[config.mk]
export PLATFORM = sky130hd
export DESIGN_NAME = nmos_beamcounter
export DESIGN_NICKNAME = d
export VERILOG_FILES = /design/src/rtl/nmos_beamcounter.sv
export SDC_FILE = /design/constraint.sdc
export NUM_CORES = 1
export LEC_CHECK = 0
export CAP_MARGIN = 10
export CORE_UTILIZATION = 55
export DETAILED_ROUTE_END_ITERATION = 6
export GPL_ROUTABILITY_DRIVEN = 0
export PLACE_DENSITY = 0.82
export SLEW_MARGIN = 10
export SYNTH_ARGS = -nofsm -noshare
export SYNTH_HDL_FRONTEND = slang
export SYNTH_SLANG_ARGS = --single-unit
[constraint.sdc]
create_clock -name CLK -period 7.65 [get_ports CLK]
set_input_delay 0.765 -clock CLK [delete_from_list [all_inputs] [get_ports CLK]]
set_output_delay 0.765 -clock CLK [all_outputs]
set_load 0.02 [all_outputs]
[src/rtl/nmos_beamcounter.sv]
// nmos_beamcounter: horizontal/vertical colour-clock beam counter with registered sync/blank decodes.
// Optional macro NMOS_BEAMPOS_WR_EN adds the VPOS/LOF load port (VPOS_WR, VPOS_DIN, LOF_DIN).
module nmos_beamcounter #(
  parameter logic [7:0]  HSYNC_START = 8'd18,
  parameter logic [7:0]  HSYNC_STOP  = 8'd35,
  parameter logic [10:0] VSYNC_START = 11'd2,
  parameter logic [10:0] VSYNC_STOP  = 11'd5
) (
  input  logic        CLK,
  input  logic        RESET_n,
  input  logic        CCK_EN,
  input  logic        PAL,
  input  logic        LACE,
`ifdef NMOS_BEAMPOS_WR_EN
  input  logic        VPOS_WR,
  input  logic [10:0] VPOS_DIN,
  input  logic        LOF_DIN,
`endif
  output logic [7:0]  HPOS,
  output logic [10:0] VPOS,
  output logic        LOL,
  output logic        LOF,
  output logic        HSYNC_n,
  output logic        VSYNC_n,
  output logic        BLANK_n,
  output logic        EOL,
  output logic        EOF
);

  localparam int unsigned HW = 8;
  localparam int unsigned VW = 11;

  logic          load;
  logic [VW-1:0] load_vpos;
  logic          load_lof;

`ifdef NMOS_BEAMPOS_WR_EN
  assign load      = VPOS_WR;
  assign load_vpos = VPOS_DIN;
  assign load_lof  = LOF_DIN;
`else
  assign load      = 1'b0;
  assign load_vpos = '0;
  assign load_lof  = 1'b0;
`endif

  logic [HW-1:0] hmax;
  logic [VW-1:0] vmax;
  logic [VW-1:0] vblank_end;
  logic          eol_c;
  logic          vwrap_c;
  logic [HW-1:0] hpos_nxt;
  logic [VW-1:0] vpos_nxt;
  logic          lol_nxt;
  logic          lof_nxt;
  logic          eof_nxt;
  logic          hsync_nxt;
  logic          vsync_nxt;
  logic          blank_nxt;

  // Next counter state; a position load overrides counting of VPOS/LOF and suppresses EOF.
  always_comb begin
    hmax       = (!PAL && LOL) ? HW'(227) : HW'(226);
    vmax       = PAL ? (LOF ? VW'(312) : VW'(311)) : (LOF ? VW'(262) : VW'(261));
    vblank_end = PAL ? VW'(25) : VW'(20);
    eol_c      = CCK_EN && (HPOS == hmax);
    vwrap_c    = eol_c && (VPOS >= vmax);
    hpos_nxt   = HPOS;
    vpos_nxt   = VPOS;
    lol_nxt    = LOL;
    lof_nxt    = LOF;
    if (CCK_EN) begin
      if (!eol_c) begin
        hpos_nxt = HPOS + HW'(1);
      end else begin
        hpos_nxt = '0;
        lol_nxt  = PAL ? 1'b0 : ~LOL;
        if (vwrap_c) begin
          vpos_nxt = '0;
          lof_nxt  = LACE ? ~LOF : 1'b1;
        end else begin
          vpos_nxt = VPOS + VW'(1);
        end
      end
    end
    if (load) begin
      vpos_nxt = load_vpos;
      lof_nxt  = load_lof;
    end
    eof_nxt   = vwrap_c && !load;
    hsync_nxt = !((hpos_nxt >= HSYNC_START) && (hpos_nxt < HSYNC_STOP));
    vsync_nxt = !((vpos_nxt >= VSYNC_START) && (vpos_nxt < VSYNC_STOP));
    blank_nxt = !(((hpos_nxt >= HW'(15)) && (hpos_nxt < HW'(53))) || (vpos_nxt < vblank_end));
  end

  always_ff @(posedge CLK or negedge RESET_n) begin
    if (!RESET_n) begin
      HPOS    <= '0;
      VPOS    <= '0;
      LOL     <= 1'b0;
      LOF     <= 1'b1;
      HSYNC_n <= 1'b1;
      VSYNC_n <= 1'b1;
      BLANK_n <= 1'b0;
      EOL     <= 1'b0;
      EOF     <= 1'b0;
    end else begin
      HPOS    <= hpos_nxt;
      VPOS    <= vpos_nxt;
      LOL     <= lol_nxt;
      LOF     <= lof_nxt;
      HSYNC_n <= hsync_nxt;
      VSYNC_n <= vsync_nxt;
      BLANK_n <= blank_nxt;
      EOL     <= eol_c;
      EOF     <= eof_nxt;
    end
  end

endmodule
==> summary.txt <==
yosys + openroad results -> DRC Markers 0, Final min period 3.92 ns, ant diodes 0, DRT Wirelength 4120 um, number of post-CTS setup repair buffers 0, die span in y 58.5 um, floorplan net count 200, Hold Path Class register to register, Log Warnings 26, routed vias/inst 6.10, initial core utilization 58.0%, Std-Cell Rows 20, most common cell in the netlist dfrtp_1, IO Port Bufs 30, Reg area 654 um2, setup violators final 0, CTS clk-pin slew, worst paths 0.15 ns, number of enable flip-flop cells 0, Logic area 1040 um2, top cells by count, synth dfrtp_1, nand2_1, o21ai_0, Seq cells post-synth 26, CTS tree done, worst skew pair latency 0.33 ns, layout cells sized above 1 10.3%, Post-Syn Area per Cell between 9 and 10 um2, # Cells Yosys 184, Seq/Total Area, Yosys between 30% and 40%, worst slew pin tran 0.620 ns, largest net degree at the start of global routing 27, via count ~1600, Synth area leaders dfrtp_1, ha_1, dfstp_2, nand2_1, o21ai_0, non-filler cells, final around 260, outcome completed, cycle use final 51.2%, Max Clk Rate around 0.26 GHz, Post-synth ARST share 100%, Max FO, Critical Path 7, Final Cell Area 2150 um2, Main synth FF type dfrtp_1, RSZ-0062 raised after global routing no, Setup crit end kind register, cell type with the largest total area dfrtp_1, CTS Buf Count 3, first-pass GRT wire length 6930 um, gr ovfl total 0, crit path DRT 7.90 ns, startpoint types primary input, post_cts resized 0, DP Area 2090 um2, CORE AREA 3030 um2, post-route setup TNS 0 ns, max_cap viols 0, met2 Usage GRT 43.2%, Area Growth Syn to Fin 22.3%, max_slew headroom 58.2%, die footprint 3420 um2, global routing's busiest layer met2, router iterations before antenna repair 4
## power by group
part	internal [uW]	switching (uW)
combinational	70.1	78.6
sequential	157	31.9
clock	53.0	43.4
total	280	154
## placed cells by master, fill, tap and decap left out, types with 5 or more instances in the layout
master and n:
nor2b_1 6, o21ai_0 12, o31ai_1 5, nand2_1 21, nor2_1 8, dfrtp_1 23, and3_1 5, inv_1 8
clkdlybuf4s50_1 30, nor3_1 8, nand3_1 6, ha_1 11
## registers in the layout (all words and copies together), names as in the netlist
| register | cells |
|---|---|
| HPOS | 8 |
| EOF | 1 |
| HSYNC_n | 1 |
| BLANK_n | 1 |
| EOL | 1 |
| VSYNC_n | 1 |
| VPOS | 11 |
| LOF | 1 |
| LOL | 1 |
## layer usage
layer / wire length, um / vias up
met1: 1700 / 726
met2: 2020 / 80
met4: 122 / 0
li1: - / 752
met5: 0 / -
met3: 286 / 15
## path summary, 6_finish.rpt
kind,from,endpoint,slack (ns),cells after the start
worst max-delay path,PAL,BLANK_n,3.73,14
worst min-delay path,VPOS[9],VPOS[9],0.58,2
worst max register to register,LOF,BLANK_n,4.21,13
worst min register to register,VPOS[9],VPOS[9],0.58,2
max in group asynchronous,RESET_n,HSYNC_n,6.57,2
min in group asynchronous,RESET_n,HPOS[5],0.78,2
## stage by stage
step	setup slack [ns]	total power (uW)	hold slack (ns)	utilization (%)
floorplan	4.39	276	0.469	-
global placement	3.63	333	0.543	69.2
detailed placement	3.41	338	0.553	69.2
CTS	3.76	435	0.586	70.9
global route	3.53	456	0.595	70.9
finish	3.73	434	0.580	70.9
## cell type report
| cell class | count | area share (%) |
|---|---|---|
| clock buffer | 3 | 1.05 |
| clock inverter | 1 | 1.40 |
| inverter | 9 | 1.81 |
| multi-input combinational | 144 | 48.4 |
| sequential | 26 | 30.5 |
| tap | 44 | 2.56 |
| timing repair buffer | 31 | 14.3 |
## critical path, cell delays in order
cell	delay, ns
clkdlybuf4s50_1	0.50
ha_1	0.27
ha_1	0.29
a21oi_1	0.13
o21ai_0	0.09
a221oi_1	0.43
o211ai_1	0.35
nor3b_1	0.32
a21o_1	0.17
ha_1	0.15
nand2_1	0.05
a2111oi_0	0.37
o32ai_1	0.14
a32oi_1	0.16
## cell families after synthesis
family	after synthesis	synth area share, %
DFF	26	37.3
AOI/OAI and AO/OA	43	17.6
muxes	2	1.21
adders and majority gates	11	7.84
buffers and inverters	14	3.56
xor gates and xnor gates	9	5.56
and+or+nand+nor	79	26.9
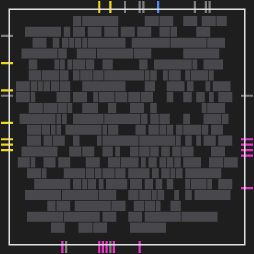
io_placement.png
Scale: 4 px per um. Pins as bars across the die edge, other pins in gray.
| color | port | pins | direction | edge |
|---|---|---|---|---|
| magenta | VPOS | 11 | output | 6 bottom, 5 right |
| blue | LACE | 1 | input | top |
| yellow | HPOS | 8 | output | 6 left, 2 top |
all pins by edge: 9 top, 8 left, 8 bottom, 6 right

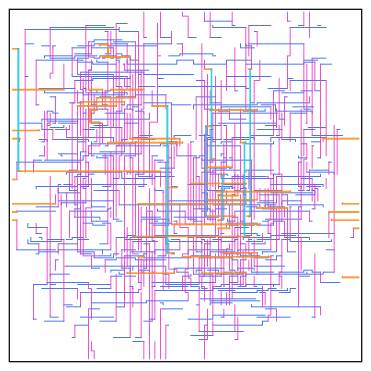
wires.png
Scale: 6 px per um.
| color | layer | wire length |
|---|---|---|
| magenta | metal 2 | 2020 um |
| orange | metal 3 | 287 um |
| blue | metal 1 | 1700 um |
| cyan | metal 4 | 122 um |

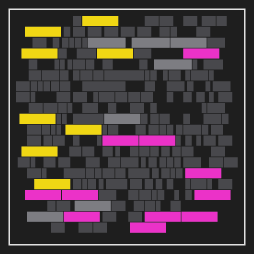
flops_by_reg.png
Scale: 4 px per um. Other sequential cells in the stronger gray, the rest of the logic in the fainter gray.
| color | signal | sequential cells |
|---|---|---|
| yellow | HPOS | 8 |
| magenta | VPOS | 11 |
not colored: 7

Power figures rest on the tool's default switching activity, not on a simulated workload.
